--- src/rtl/bnn_pkg.sv ---
//==============================================================================
// Module      : bnn_pkg
// Description : Shared defaults, argmax state encoding and score constants for
//               the BNN classifier back end.
// Revision    : 1.0 - initial release
//==============================================================================
`default_nettype none

package bnn_pkg;

    localparam int SCORE_W   = 16;
    localparam int NUM_CLASS = 10;
    localparam int IDX_W     = 4;

    localparam logic signed [SCORE_W-1:0] SCORE_MIN = {1'b1, {(SCORE_W-1){1'b0}}};

    typedef enum logic [1:0] {
        IDLE = 2'd0,
        ACC  = 2'd1,
        DONE = 2'd2
    } state_t;

endpackage

`default_nettype wire

--- src/rtl/fc_argmax_cmp.sv ---
//==============================================================================
// Module      : fc_argmax_cmp
// Description : Combinational top-2 update for one incoming score, plus the
//               saturated best-minus-second margin of the updated pair.
// Revision    : 1.0 - initial release
//==============================================================================
`default_nettype none

module fc_argmax_cmp #(
    parameter int SCORE_W = bnn_pkg::SCORE_W,
    parameter int IDX_W   = bnn_pkg::IDX_W
) (
    input  logic signed [SCORE_W-1:0] i_best,
    input  logic signed [SCORE_W-1:0] i_second,
    input  logic        [IDX_W-1:0]   i_best_idx,
    input  logic signed [SCORE_W-1:0] i_din,
    input  logic        [IDX_W-1:0]   i_cnt,
    output logic signed [SCORE_W-1:0] o_best,
    output logic signed [SCORE_W-1:0] o_second,
    output logic        [IDX_W-1:0]   o_best_idx,
    output logic        [SCORE_W-1:0] o_margin
);

    localparam logic signed [SCORE_W-1:0] c_score_min = {1'b1, {(SCORE_W-1){1'b0}}};

    logic [SCORE_W:0] w_diff;

    // Strict compares keep the earliest index on ties.
    always_comb begin
        o_best     = i_best;
        o_second   = i_second;
        o_best_idx = i_best_idx;
        if (i_cnt == '0) begin
            o_best     = i_din;
            o_second   = c_score_min;
            o_best_idx = '0;
        end else if (i_din > i_best) begin
            o_second   = i_best;
            o_best     = i_din;
            o_best_idx = i_cnt;
        end else if (i_din > i_second) begin
            o_second   = i_din;
        end
    end

    assign w_diff   = {o_best[SCORE_W-1], o_best} - {o_second[SCORE_W-1], o_second};
    assign o_margin = w_diff[SCORE_W] ? {SCORE_W{1'b1}} : w_diff[SCORE_W-1:0];

endmodule

`default_nettype wire

--- src/rtl/fc_argmax.sv ---
//==============================================================================
// Module      : fc_argmax
// Description : Streaming argmax over one frame of NUM_CLASS signed scores;
//               publishes winner index, max score and top-1/top-2 margin.
//               Optional FC_ARGMAX_SCORE_BUF_EN adds a double-banked score
//               buffer with a registered read port (rd_addr / rd_data).
// Revision    : 1.0 - initial release
//==============================================================================
`default_nettype none

module fc_argmax #(
    parameter int NUM_CLASS = bnn_pkg::NUM_CLASS,
    parameter int IDX_W     = bnn_pkg::IDX_W,
    parameter int SCORE_W   = bnn_pkg::SCORE_W
) (
    input  logic                      clk,
    input  logic                      rstn,
    input  logic                      start,
    input  logic                      ivalid,
    input  logic signed [SCORE_W-1:0] din,
    output logic                      busy,
    output logic                      ovalid,
    output logic        [IDX_W-1:0]   class_id,
    output logic signed [SCORE_W-1:0] max_score,
    output logic        [SCORE_W-1:0] margin
`ifdef FC_ARGMAX_SCORE_BUF_EN
    ,
    input  logic        [IDX_W-1:0]   rd_addr,
    output logic signed [SCORE_W-1:0] rd_data
`endif
);

    import bnn_pkg::*;

    localparam logic [IDX_W-1:0] c_last_idx = IDX_W'(NUM_CLASS - 1);

    state_t                    r_state;
    state_t                    w_state_nxt;
    logic        [IDX_W-1:0]   r_cnt;
    logic signed [SCORE_W-1:0] r_best;
    logic signed [SCORE_W-1:0] r_second;
    logic        [IDX_W-1:0]   r_best_idx;
    logic        [IDX_W-1:0]   r_class_id;
    logic signed [SCORE_W-1:0] r_max_score;
    logic        [SCORE_W-1:0] r_margin;

    logic        [IDX_W-1:0]   w_cnt_eff;
    logic                      w_last;
    logic signed [SCORE_W-1:0] w_best_nxt;
    logic signed [SCORE_W-1:0] w_second_nxt;
    logic        [IDX_W-1:0]   w_best_idx_nxt;
    logic        [SCORE_W-1:0] w_margin_nxt;

    // start restarts indexing so a same-cycle score lands at index 0.
    assign w_cnt_eff = start ? '0 : r_cnt;
    assign w_last    = ivalid && (w_cnt_eff == c_last_idx);

    fc_argmax_cmp #(
        .SCORE_W (SCORE_W),
        .IDX_W   (IDX_W)
    ) u_cmp (
        .i_best     (r_best),
        .i_second   (r_second),
        .i_best_idx (r_best_idx),
        .i_din      (din),
        .i_cnt      (w_cnt_eff),
        .o_best     (w_best_nxt),
        .o_second   (w_second_nxt),
        .o_best_idx (w_best_idx_nxt),
        .o_margin   (w_margin_nxt)
    );

    always_ff @(posedge clk) begin
        if (!rstn) begin
            r_state <= IDLE;
        end else begin
            r_state <= w_state_nxt;
        end
    end

    always_comb begin
        w_state_nxt = r_state;
        if (ivalid) begin
            w_state_nxt = w_last ? DONE : ACC;
        end else if (start || (r_state == DONE)) begin
            w_state_nxt = IDLE;
        end
    end

    always_comb begin
        busy   = (r_state == ACC);
        ovalid = (r_state == DONE);
    end

    always_ff @(posedge clk) begin
        if (!rstn) begin
            r_cnt       <= '0;
            r_best      <= '0;
            r_second    <= '0;
            r_best_idx  <= '0;
            r_class_id  <= '0;
            r_max_score <= '0;
            r_margin    <= '0;
        end else if (ivalid) begin
            r_best     <= w_best_nxt;
            r_second   <= w_second_nxt;
            r_best_idx <= w_best_idx_nxt;
            r_cnt      <= w_last ? '0 : w_cnt_eff + 1'b1;
            if (w_last) begin
                r_class_id  <= w_best_idx_nxt;
                r_max_score <= w_best_nxt;
                r_margin    <= w_margin_nxt;
            end
        end else if (start) begin
            r_cnt      <= '0;
            r_best     <= '0;
            r_second   <= '0;
            r_best_idx <= '0;
        end
    end

    assign class_id  = r_class_id;
    assign max_score = r_max_score;
    assign margin    = r_margin;

`ifdef FC_ARGMAX_SCORE_BUF_EN
    localparam logic [IDX_W:0] c_num_class = (IDX_W+1)'(NUM_CLASS);

    logic signed [SCORE_W-1:0] r_buf [2][NUM_CLASS];
    logic                      r_wbank;
    logic signed [SCORE_W-1:0] r_rd_data;

    // The write bank flips as the last score lands, so the DONE cycle and
    // any back-to-back score already target the other bank.
    always_ff @(posedge clk) begin
        if (!rstn) begin
            r_wbank   <= 1'b0;
            r_rd_data <= '0;
            for (int b = 0; b < 2; b++) begin
                for (int i = 0; i < NUM_CLASS; i++) begin
                    r_buf[b][i] <= '0;
                end
            end
        end else begin
            if (ivalid) begin
                r_buf[r_wbank][w_cnt_eff] <= din;
            end
            if (w_last) begin
                r_wbank <= ~r_wbank;
            end
            if ({1'b0, rd_addr} < c_num_class) begin
                r_rd_data <= r_buf[~r_wbank][rd_addr];
            end else begin
                r_rd_data <= '0;
            end
        end
    end

    assign rd_data = r_rd_data;
`endif

endmodule

`default_nettype wire

--- config.mk ---
export PLATFORM = sky130hd
export DESIGN_NAME = fc_argmax
export DESIGN_NICKNAME = d
export VERILOG_FILES = /design/src/rtl/bnn_pkg.sv /design/src/rtl/fc_argmax_cmp.sv /design/src/rtl/fc_argmax.sv
export SDC_FILE = /design/constraint.sdc
export NUM_CORES = 1
export LEC_CHECK = 0
export CELL_PAD_IN_SITES_DETAIL_PLACEMENT = 1
export CELL_PAD_IN_SITES_GLOBAL_PLACEMENT = 1
export CORE_UTILIZATION = 44
export DETAILED_ROUTE_END_ITERATION = 12
export PLACE_DENSITY_LB_ADDON = 0.1
export REMOVE_ABC_BUFFERS = 1
export SLEW_MARGIN = 20
export SYNTH_ARGS = -nofsm -noshare
export SYNTH_HDL_FRONTEND = slang
export SYNTH_HIERARCHICAL = 1
export SYNTH_SLANG_ARGS = --single-unit
--- constraint.sdc ---
create_clock -name clk -period 5.15 [get_ports clk]
set_input_delay 0.7725 -clock clk [delete_from_list [all_inputs] [get_ports clk]]
set_output_delay 0.7725 -clock clk [all_outputs]
set_load 0.03 [all_outputs]
==> out/qor.yml, run 1 <==
slew_viol_final: 0
seq-power_uw: 624
buf_share_pct: 17.5
syn_to_final_growth_pct: 29.2
switching_power_uw: 572
async_flop_share_pct: 0
critPathRequiredTime_ns: 5.43
fin_skew_ns: 0.00899
clkLatencyLatePin_ns: 0.35
setup_slack_ns: 0.00554
ant_nets: 0
endpoint: "margin[5]$_SDFFE_PN0P_"
arrival_ns: 5.42
period_needed_ns: 5.14
edf_count: 0
clockBufferDepth: 2
status: "complete, no violations"
vias: 6030
dr_wl_met2_um: 10300
setup_tns_ns: 0
worst_setup_path_end_kind: "flip-flop"
worst-path-stages: 21
hp-start: "max_score[14]$_SDFFE_PN0P_"
ys_sh_mux_pct: 6.28
ios: 58
powerClk_uw: 804
crit_top_cell: "buf_4"
seq_area_mm2: 0.00156
layout_top_cell: "nand2_1"
hold_slack_ns: 0.459
final_area_mm2: 0.00762
power_leader: "the clock network"
track_usage_pct: 28.6
powerDensity_mw_per_mm2: 252
hold_class: "flip-flop to flip-flop"
num_rows: 41
highest_layer: "met4"
clock_area_share_pct: 4.86
clkTransAtPathRegs_ns: 0.06
well_tap_count: 172
io_buffers: 57
vdd_ir_drop_max_mv: 0.166
drc: 0
use_met1_pct: 33.1
layout-drive-gt1-share_pct: 16.4
crit_fanout: 14
syn-cell-area_mm2: 0.00590
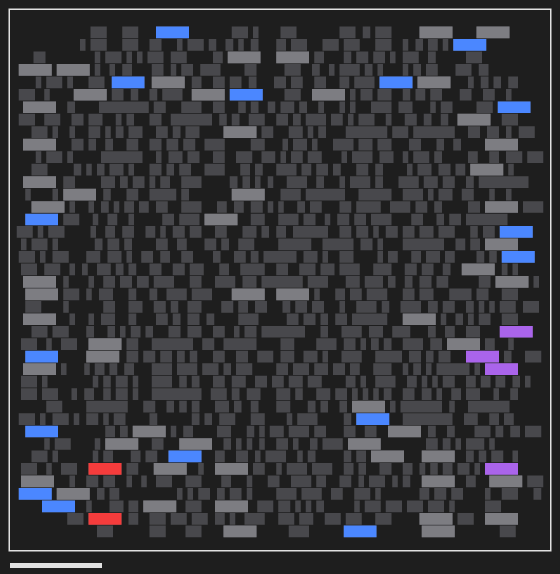
Run 1: sequential cells grouped by signal name
Scale bar: 20 um. Other sequential cells in the stronger gray, the rest of the logic in the fainter gray.
purple -> `r_cnt`  # placed flops 4
red -> `r_state`  # placed flops 2
blue -> `max_score`  # placed flops 16, where spread over the die

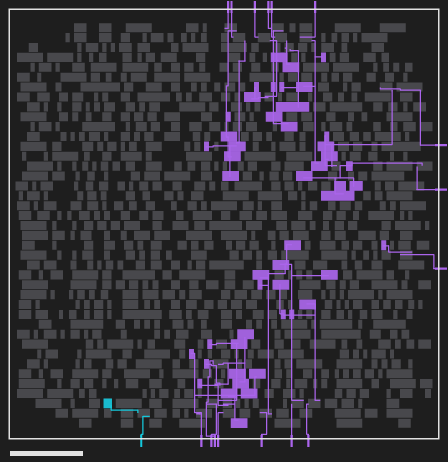
Run 1: wires at chosen ports, followed through buffers
Scale bar: 20 um.
cyan -> `ovalid`  # direction output, edge bottom, end cells 1, buffers 1, wire 17.3 um
purple -> `din`  # direction input, edge 7 bottom, 6 top, 3 right, end cells 48, buffers 21, wire 816 um

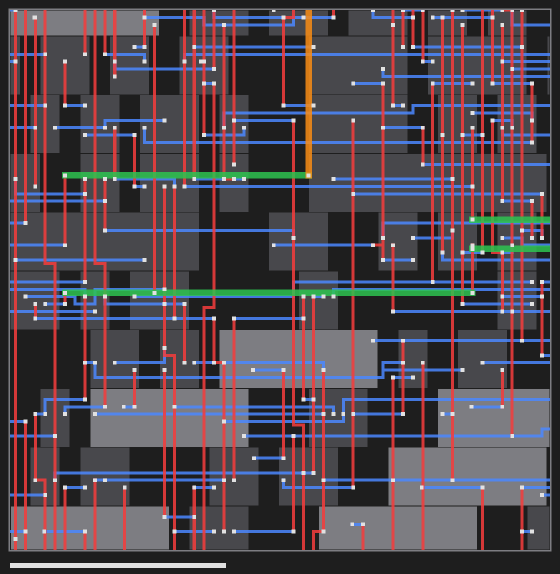
Run 1: close-up of the layout
Scale bar: 10 um. Window x 17 to 42, y 17 to 42 um. Cells in gray, sequential cells in the stronger gray; small squares are vias.
blue -> metal 1
green -> metal 3
orange -> metal 4
red -> metal 2
cells with their middle in the window = 45
most frequent = nand2_1 (8), nor2b_1 (6), dfxtp_1 (6)
netlist names of flops here include = `r_best` (2)
sequential cells in the window = 6

--- run 2 (diff from run 1) ---
- GPL_ROUTABILITY_DRIVEN: unset -> 0
- GPL_TIMING_DRIVEN: unset -> 0
==> out/qor.yml, run 2 <==
status: "complete, no violations"
worstPathCellList: "dlymetal6s2s_1, ha_4, nand4_1, nor4_4, a41oi_4, o31ai_4, buf_6, nand2_8, o311ai_4, ha_2, inv_1, fa_1, a21o_1, a21oi_4, nor4_2, o41ai_2, buf_4, buf_4, a21boi_0, mux2i_1, nand2_1, mux2i_1"
final_cells: 971
powerDensity_mw_per_mm2: 231  # -8.3%
ios: 58  # unchanged
track_usage_pct: 30.2  # +1.5 points
use_met1_pct: 35.8  # +2.8 points
highest_layer: "met4"
worst_setup_path_end_kind: "flip-flop"
num_rows: 41  # unchanged
ys_sh_mux_pct: 6.28  # unchanged
slew_viol_final: 0  # unchanged
crit_fanout: 16  # +2
slowest_stage: "nor4_4"
dieArea_mm2: 0.0139
vias_per_cell: 6.23
clkTransAtPathRegs_ns: 0.06  # about the same
layout-drive-gt1-share_pct: 12.8  # -3.6 points
period_needed_ns: 5.08  # -0.0673 ns
switching_power_uw: 579  # +1.2%
grt_most_used_layer: "met2"
final_area_mm2: 0.00748  # -1.7%
async_flop_share_pct: 0  # unchanged
well_tap_count: 172  # unchanged
edf_count: 0  # unchanged
ys_warn_count: 6
powerClk_uw: 600  # -25%
vias: 6050  # +0.33%
worst-path-stages: 22  # +4.8%
clkLatencyLatePin_ns: 0.35  # about the same
power_leader: "registers"
hold_slack_ns: 0.458  # -0.00121 ns
clock_area_share_pct: 3.51  # -1.4 points
cts.repair.resized: 29
dr_wl_met2_um: 10500  # +2.4%
drc: 0  # unchanged
cp-start-kind: "input port"
vdd_ir_drop_max_mv: 0.177  # +6.7%
buf_share_pct: 13.8  # -3.7 points
syn_inst: 734
critPathRequiredTime_ns: 5.43  # about the same
worst_path_dominant_cell_family: "AND-OR/OR-AND gates"
seqAreaFraction_pct: 20.9
nClkBuffers: 15
area_leaders: "dfxtp_1 (26%), ha_1 (10%), nand2_1 (6.4%), mux2i_1 (6.3%), a21oi_1 (5.7%)"
finalSetupViolCount: 0
endpoint: "margin[15]$_SDFFE_PN0P_"
setup_slack_ns: 0.0728  # +0.0673 ns
regToRegSetupSlack_ns: 0.24
nNonClkBuffers: 99
fin_skew_ns: 0.0111  # +0.00206 ns
flops: 78
ys_ff: 78
largest_cell_class: "combinational gates"
layout_top_cell: "nand2_1"
arrival_ns: 5.36  # -0.06 ns
seq-power_uw: 624  # about the same
ys_seq_share_pct: 26.5
syn_to_final_growth_pct: 26.9
fillCellCount: 1518
clockBufferDepth: 2  # unchanged
setup_tns_ns: 0  # unchanged
seq_area_mm2: 0.00156  # unchanged
syn-cell-area_mm2: 0.00590  # unchanged
fmax_ghz: 0.197
tool_warnings: 25
hp-start: "max_score[3]$_SDFFE_PN0P_"
hold_class: "flip-flop to flip-flop"
ant_nets: 0  # unchanged
io_buffers: 57  # unchanged
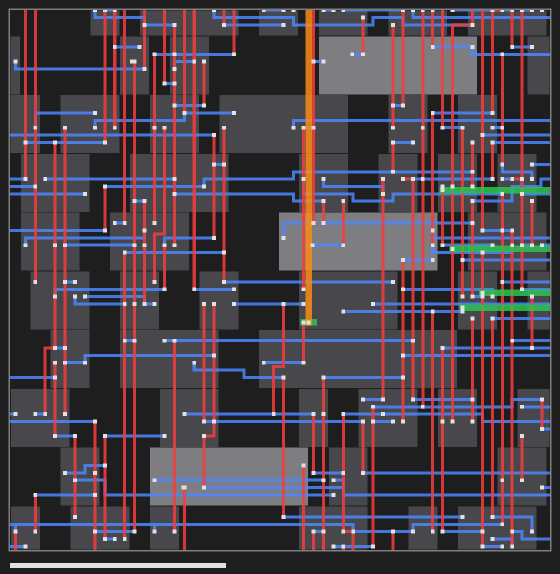
Run 2: close-up of the layout
Scale bar: 10 um. Window x 17 to 42, y 17 to 42 um. Cells in gray, sequential cells in the stronger gray; small squares are vias.
orange -> metal 4
green -> metal 3
blue -> metal 1
red -> metal 2
most frequent = a21oi_1 (5), o21ai_0 (5)
cells with their middle in the window = 43
sequential cells in the window = 3
netlist names of flops here include = `r_best` (2), `r_state` (1)

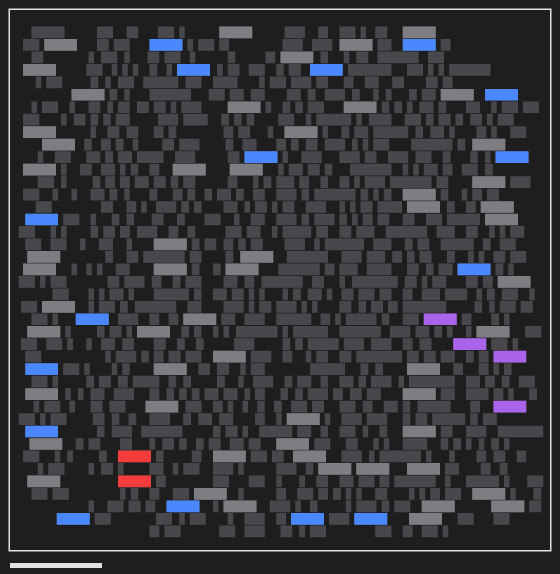
Run 2: sequential cells grouped by signal name
Scale bar: 20 um. Other sequential cells in the stronger gray, the rest of the logic in the fainter gray.
purple -> `r_cnt`  # placed flops 4
red -> `r_state`  # placed flops 2
blue -> `max_score`  # placed flops 16, where spread over the die
not colored = 56

--- run 3 (diff from run 2) ---
- clock period: 5.15 -> 5.8 ns (I/O delays scaled with it)
==> out/qor.yml, run 3 <==
vias: 5685  # -6.0%
vdd_ir_drop_max_mv: 0.141  # -20%
finalSetupViolCount: 0  # unchanged
cp-start-kind: "input port"
drc: 0  # unchanged
status: "complete, no violations"
highest_layer: "met4"
syn_to_final_growth_pct: 18.5
seq_area_mm2: 0.00156  # unchanged
power_leader: "registers"
clockBufferDepth: 2  # unchanged
layout-drive-gt1-share_pct: 7.66  # -5.1 points
worst_setup_path_end_kind: "flip-flop"
area_leaders: "dfxtp_1 (26%), ha_1 (10%), nand2_1 (6.4%), mux2i_1 (6.3%), a21oi_1 (5.7%)"
setup_slack_ns: 0.186  # +0.113 ns
flops: 78  # unchanged
powerDensity_mw_per_mm2: 209  # -9.7%
edf_count: 0  # unchanged
crit_fanout: 14  # -2
clkTransAtPathRegs_ns: 0.06  # about the same
tool_warnings: 25  # unchanged
worst-path-stages: 21  # -4.5%
fillCellCount: 1561  # +2.8%
hold_slack_ns: 0.458  # -0.0000330 ns
vias_per_cell: 6.04  # -3.1%
slowest_stage: "clkdlybuf4s50_1"
clkLatencyLatePin_ns: 0.35  # about the same
num_rows: 41  # unchanged
regToRegSetupSlack_ns: 0.77  # +0.53 ns
arrival_ns: 5.89  # +0.53 ns
largest_cell_class: "combinational gates"
ios: 58  # unchanged
track_usage_pct: 25.9  # -4.2 points
ys_warn_count: 6  # unchanged
period_needed_ns: 5.61
async_flop_share_pct: 0  # unchanged
final_cells: 942  # -3.0%
nClkBuffers: 15  # unchanged
buf_share_pct: 11.0  # -2.8 points
syn-cell-area_mm2: 0.00590  # unchanged
setup_tns_ns: 0  # unchanged
use_met1_pct: 31.4  # -4.4 points
cts.repair.resized: 7  # -76%
ys_seq_share_pct: 26.5  # unchanged
ant_nets: 0  # unchanged
hp-start: "max_score[3]$_SDFFE_PN0P_"
worst_path_dominant_cell_family: "AND-OR/OR-AND gates"
ys_sh_mux_pct: 6.28  # unchanged
syn_inst: 734  # unchanged
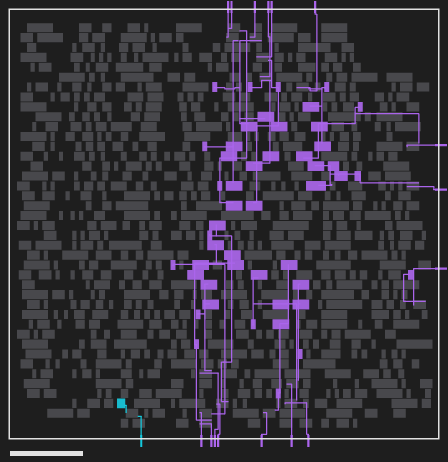
Run 3: wires at chosen ports, followed through buffers
Scale bar: 20 um.
cyan -> `ovalid`  # direction output, edge bottom, end cells 1, buffers 1, wire 9.00 um
purple -> `din`  # direction input, edge 7 bottom, 6 top, 3 right, end cells 48, buffers 16, wire 922 um

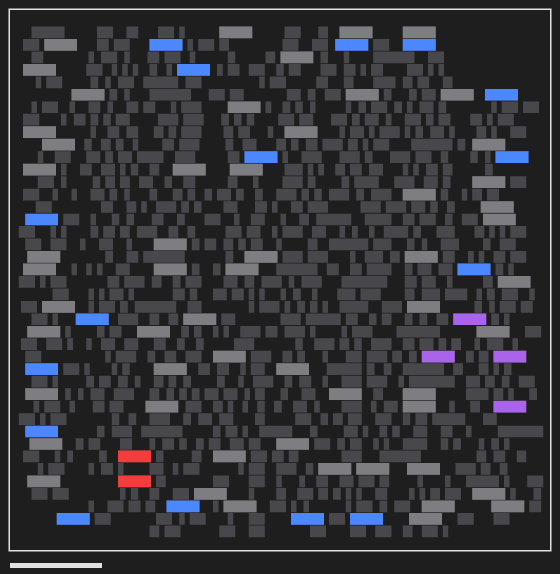
Run 3: sequential cells grouped by signal name
Scale bar: 20 um. Other sequential cells in the stronger gray, the rest of the logic in the fainter gray.
purple -> `r_cnt`  # placed flops 4
red -> `r_state`  # placed flops 2
blue -> `max_score`  # placed flops 16, where spread over the die

